### src/rtl/divider_quotient_refiner.sv
`default_nettype none
// ============================================================================
// Module      : divider_quotient_refiner
// Description : Exact-result stage behind the approximate reciprocal-multiply
//               divider. Latches dividend, divisor and approximate quotient,
//               multiplies quotient*divisor with a bit-serial shift-add, then
//               walks the quotient by +/-1 until the remainder falls in
//               [0, divisor) or MAX_CORR steps have been spent.
// Ports       : clk, rst (async, active-high)
//               in_valid/in_ready   - request handshake (ready only in IDLE)
//               dividend, divisor, approx_q - request operands
//               out_valid/out_ready - result handshake (held until accepted)
//               quotient, remainder, corr_count, corr_fail, div_zero - result
// Revision    : 1.0 - initial release
// ============================================================================
module divider_quotient_refiner #(
    parameter int DVND     = 32,
    parameter int DVSR     = 32,
    parameter int MAX_CORR = 3
) (
    input  wire logic                            clk,
    input  wire logic                            rst,
    input  wire logic                            in_valid,
    output logic                                 in_ready,
    input  wire logic [DVND-1:0]                 dividend,
    input  wire logic [DVSR-1:0]                 divisor,
    input  wire logic [DVND-1:0]                 approx_q,
    output logic                                 out_valid,
    input  wire logic                            out_ready,
    output logic [DVND-1:0]                      quotient,
    output logic [DVSR-1:0]                      remainder,
    output logic [$clog2(MAX_CORR+1)-1:0]        corr_count,
    output logic                                 corr_fail,
    output logic                                 div_zero
);

    localparam int c_PROD_W = DVND + DVSR;
    localparam int c_RES_W  = c_PROD_W + 1;
    localparam int c_CNT_W  = $clog2(MAX_CORR + 1);
    localparam int c_MCNT_W = $clog2(DVSR + 1);

    typedef enum logic [1:0] {
        S_IDLE  = 2'd0,
        S_MULT  = 2'd1,
        S_CHECK = 2'd2,
        S_DONE  = 2'd3
    } state_t;

    state_t                state_q,  state_d;
    logic [DVND-1:0]       dvnd_q,   dvnd_d;
    logic [DVSR-1:0]       dvsr_q,   dvsr_d;
    logic [DVND-1:0]       q_q,      q_d;
    logic [c_PROD_W-1:0]   prod_q,   prod_d;
    logic [c_PROD_W-1:0]   mcand_q,  mcand_d;
    logic [DVSR-1:0]       mplier_q, mplier_d;
    logic [c_MCNT_W-1:0]   mcnt_q,   mcnt_d;
    logic [c_CNT_W-1:0]    cnt_q,    cnt_d;
    logic [DVSR-1:0]       rem_q,    rem_d;
    logic                  fail_q,   fail_d;
    logic                  dz_q,     dz_d;

    logic [c_PROD_W-1:0]   w_dvnd_ext;
    logic [c_PROD_W-1:0]   w_dvsr_ext;
    logic [c_RES_W-1:0]    w_resid;
    logic                  w_neg;
    logic                  w_big;

    // Residual is evaluated one bit wider than the product so that an
    // over-estimated quotient shows up as a negative value.
    assign w_dvnd_ext = {{DVSR{1'b0}}, dvnd_q};
    assign w_dvsr_ext = {{DVND{1'b0}}, dvsr_q};
    assign w_resid    = {1'b0, w_dvnd_ext} - {1'b0, prod_q};
    assign w_neg      = w_resid[c_RES_W-1];
    assign w_big      = !w_neg && (w_resid >= {1'b0, w_dvsr_ext});

    always_comb begin
        state_d  = state_q;
        dvnd_d   = dvnd_q;
        dvsr_d   = dvsr_q;
        q_d      = q_q;
        prod_d   = prod_q;
        mcand_d  = mcand_q;
        mplier_d = mplier_q;
        mcnt_d   = mcnt_q;
        cnt_d    = cnt_q;
        rem_d    = rem_q;
        fail_d   = fail_q;
        dz_d     = dz_q;

        case (state_q)
            S_IDLE: begin
                if (in_valid) begin
                    dvnd_d = dividend;
                    dvsr_d = divisor;
                    cnt_d  = '0;
                    fail_d = 1'b0;
                    dz_d   = 1'b0;
                    if (divisor == '0) begin
                        q_d     = '1;
                        rem_d   = DVSR'({{DVSR{1'b0}}, dividend});
                        dz_d    = 1'b1;
                        state_d = S_DONE;
                    end else begin
                        q_d      = approx_q;
                        prod_d   = '0;
                        mcand_d  = {{DVSR{1'b0}}, approx_q};
                        mplier_d = divisor;
                        mcnt_d   = '0;
                        state_d  = S_MULT;
                    end
                end
            end

            // One multiplier bit per cycle, LSB first.
            S_MULT: begin
                if (mplier_q[0]) begin
                    prod_d = prod_q + mcand_q;
                end
                mcand_d  = mcand_q << 1;
                mplier_d = mplier_q >> 1;
                mcnt_d   = mcnt_q + c_MCNT_W'(1);
                if (mcnt_q == c_MCNT_W'(DVSR - 1)) begin
                    state_d = S_CHECK;
                end
            end

            S_CHECK: begin
                if (w_neg || w_big) begin
                    if (cnt_q == c_CNT_W'(MAX_CORR)) begin
                        // Out of budget: report the residual as it stands.
                        fail_d  = 1'b1;
                        rem_d   = w_resid[DVSR-1:0];
                        state_d = S_DONE;
                    end else if (w_neg) begin
                        q_d    = q_q - DVND'(1);
                        prod_d = prod_q - w_dvsr_ext;
                        cnt_d  = cnt_q + c_CNT_W'(1);
                    end else begin
                        q_d    = q_q + DVND'(1);
                        prod_d = prod_q + w_dvsr_ext;
                        cnt_d  = cnt_q + c_CNT_W'(1);
                    end
                end else begin
                    rem_d   = w_resid[DVSR-1:0];
                    state_d = S_DONE;
                end
            end

            S_DONE: begin
                if (out_ready) begin
                    state_d = S_IDLE;
                end
            end

            default: state_d = S_IDLE;
        endcase
    end

    always_ff @(posedge clk or posedge rst) begin
        if (rst) begin
            state_q  <= S_IDLE;
            dvnd_q   <= '0;
            dvsr_q   <= '0;
            q_q      <= '0;
            prod_q   <= '0;
            mcand_q  <= '0;
            mplier_q <= '0;
            mcnt_q   <= '0;
            cnt_q    <= '0;
            rem_q    <= '0;
            fail_q   <= 1'b0;
            dz_q     <= 1'b0;
        end else begin
            state_q  <= state_d;
            dvnd_q   <= dvnd_d;
            dvsr_q   <= dvsr_d;
            q_q      <= q_d;
            prod_q   <= prod_d;
            mcand_q  <= mcand_d;
            mplier_q <= mplier_d;
            mcnt_q   <= mcnt_d;
            cnt_q    <= cnt_d;
            rem_q    <= rem_d;
            fail_q   <= fail_d;
            dz_q     <= dz_d;
        end
    end

    assign in_ready   = (state_q == S_IDLE);
    assign out_valid  = (state_q == S_DONE);
    assign quotient   = q_q;
    assign remainder  = rem_q;
    assign corr_count = cnt_q;
    assign corr_fail  = fail_q;
    assign div_zero   = dz_q;

endmodule
`default_nettype wire

### config.mk
export PLATFORM = sky130hd
export DESIGN_NAME = divider_quotient_refiner
export DESIGN_NICKNAME = d
export VERILOG_FILES = /design/src/rtl/divider_quotient_refiner.sv
export SDC_FILE = /design/constraint.sdc
export NUM_CORES = 1
export LEC_CHECK = 0
export CELL_PAD_IN_SITES_DETAIL_PLACEMENT = 1
export CELL_PAD_IN_SITES_GLOBAL_PLACEMENT = 2
export CORE_ASPECT_RATIO = 1.5
export CORE_MARGIN = 2
export CORE_UTILIZATION = 41
export CTS_BUF_LIST = sky130_fd_sc_hd__clkbuf_4
export DETAILED_ROUTE_END_ITERATION = 8
export MAX_ROUTING_LAYER = met4
export PLACE_DENSITY = 0.95
export SLEW_MARGIN = 20
export SYNTH_ARGS = -nofsm -noshare
export SYNTH_HDL_FRONTEND = slang
export SYNTH_SLANG_ARGS = --single-unit
### constraint.sdc
create_clock -name clk -period 17.5 [get_ports clk]
set_input_delay 3.5 -clock clk [delete_from_list [all_inputs] [get_ports clk]]
set_output_delay 3.5 -clock clk [all_outputs]
set_load 0.005 [all_outputs]
==> images/util_map.png <==
The die is cut into 20 by 29 equal tiles; dark blue is low, red is high, 0 to 100% covered.
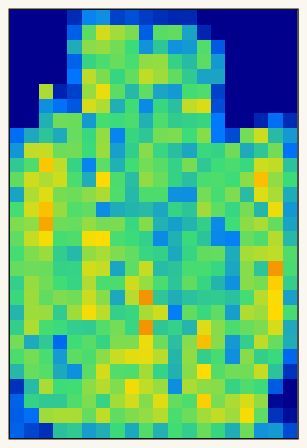
nearly empty tiles = 12%
tiles over 75% full = 2.1%
mean over tiles = 44%
post-layout util: 47.7%
fp_density: 41.6%
Core ar.: 0.0548 sq mm

==> images/congestion_map.png <==
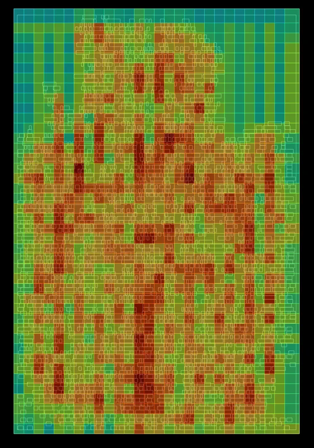
met2 Track Usage GR: 46.6%
met3 Use GR: 3.89%
wire per inst: 21.2 um

==> deck_impl_summary.md <==
Key Metrics from the Run

Die
  – Tap cell count: 695
  – Row count: 105

Critical path
  – Critical Path, Cell by Cell: inv_1 > ha_1 > inv_1 > fa_1 > a211oi_1 > o21a_1 > or2_2 > a21o_1 > a21o_1 > nand2_1 > a311oi_1 > xnor2_1 > ha_1 > a211oi_1 > o21ai_0 > a211oi_1 > o311ai_0 > a211oi_1 > a32oi_1 > o21ai_4 > buf_4 > buf_4 > nand2_1 > o41ai_1
  – Crit-path max FO: 66
  – Biggest cell delay along the critical path: 0.81 ns
  – Crit Path Category: register to register
  – Slowest-stage cell, CP: a211oi_1
  – Setup crit end kind: register
  – Startpoint Class: register

Final layout
  – Inverters: 122
  – Layout Nets: 3,032
  – Number of non-clock buffers: 187
  – Cell area after layout: 0.0261 sq mm
  – Register area: 0.00751 sq mm
  – Number of diodes: 7
  – Clock-cell share of area: 3.74%
  – Post-route insts no fill: 3,518

Drt
  – Metal2 WL: 37.7 mm
  – First-pass DRT Iterations: 5
  – Detailed-route DRC error count: 0
  – DR top layer: met4
  – Wire length on met3: 2.88 mm

STA
  – Worst clock skew: 0.0686 ns
  – Setup Viol. Count Final: 0

Run status
  – Outcome: complete, no violations

Logic synthesis
  – Post-synth top cells: nand2_1 (327), dfrtp_1 (300), a21oi_1 (198), o21ai_0 (186), ha_1 (166)
  – # Cells Yosys: 2,601
  – Adder share: 9.39%
  – Area leader share: 33.0%
  – Asr flop ratio synth: 100%
  – Area leader, netlist: dfrtp_1
  – Simple-Gate Area Share: 16.5%
  – Chip Area, Yosys: 0.0228 sq mm
  – Flops & latches, synth: 300
  – Top cells by area: dfrtp_1 (33%), ha_1 (9.1%), mux2_2 (7.5%)

Clock tree
  – Hold buffer count at CTS: 0
  – TritonCTS Buffers: 83

Global routing
  – Antenna violations before repair: 5
  – GRT busiest layer: met2
  – Global route overflow: 0

Placement
  – Post-place instance area: 0.0251 sq mm
  – IO buf count: 169
  – Hpwl dp: 57.6 mm

Power
  – PD cells: 224 mW/mm^2
  – Clock power frac: 10.8%
  – Clk. pwr: 632 uW
  – Leakage: 0.0114 uW
  – Flop pwr share: 22.0%

Flow run
  – Max Cap Viol: 0
==> final timing paths <==
path	from	slack, ns	endpoint	cells after the start
max	dvnd_q[0]$_DFFE_PP0P_	9.95	prod_q[18]$_DFFE_PP0P_	24
min	mplier_q[11]$_DFFE_PP0P_	0.49	mplier_q[11]$_DFFE_PP0P_	2
max reg2reg	dvnd_q[0]$_DFFE_PP0P_	9.95	prod_q[18]$_DFFE_PP0P_	24
min reg2reg	mplier_q[11]$_DFFE_PP0P_	0.49	mplier_q[11]$_DFFE_PP0P_	2
max in group asynchronous	rst	12.68	prod_q[52]$_DFFE_PP0P_	3
min in group asynchronous	rst	3.20	dvsr_q[19]$_DFFE_PP0P_	2
No activity file was given, so power comes from the tool's default toggle rates.
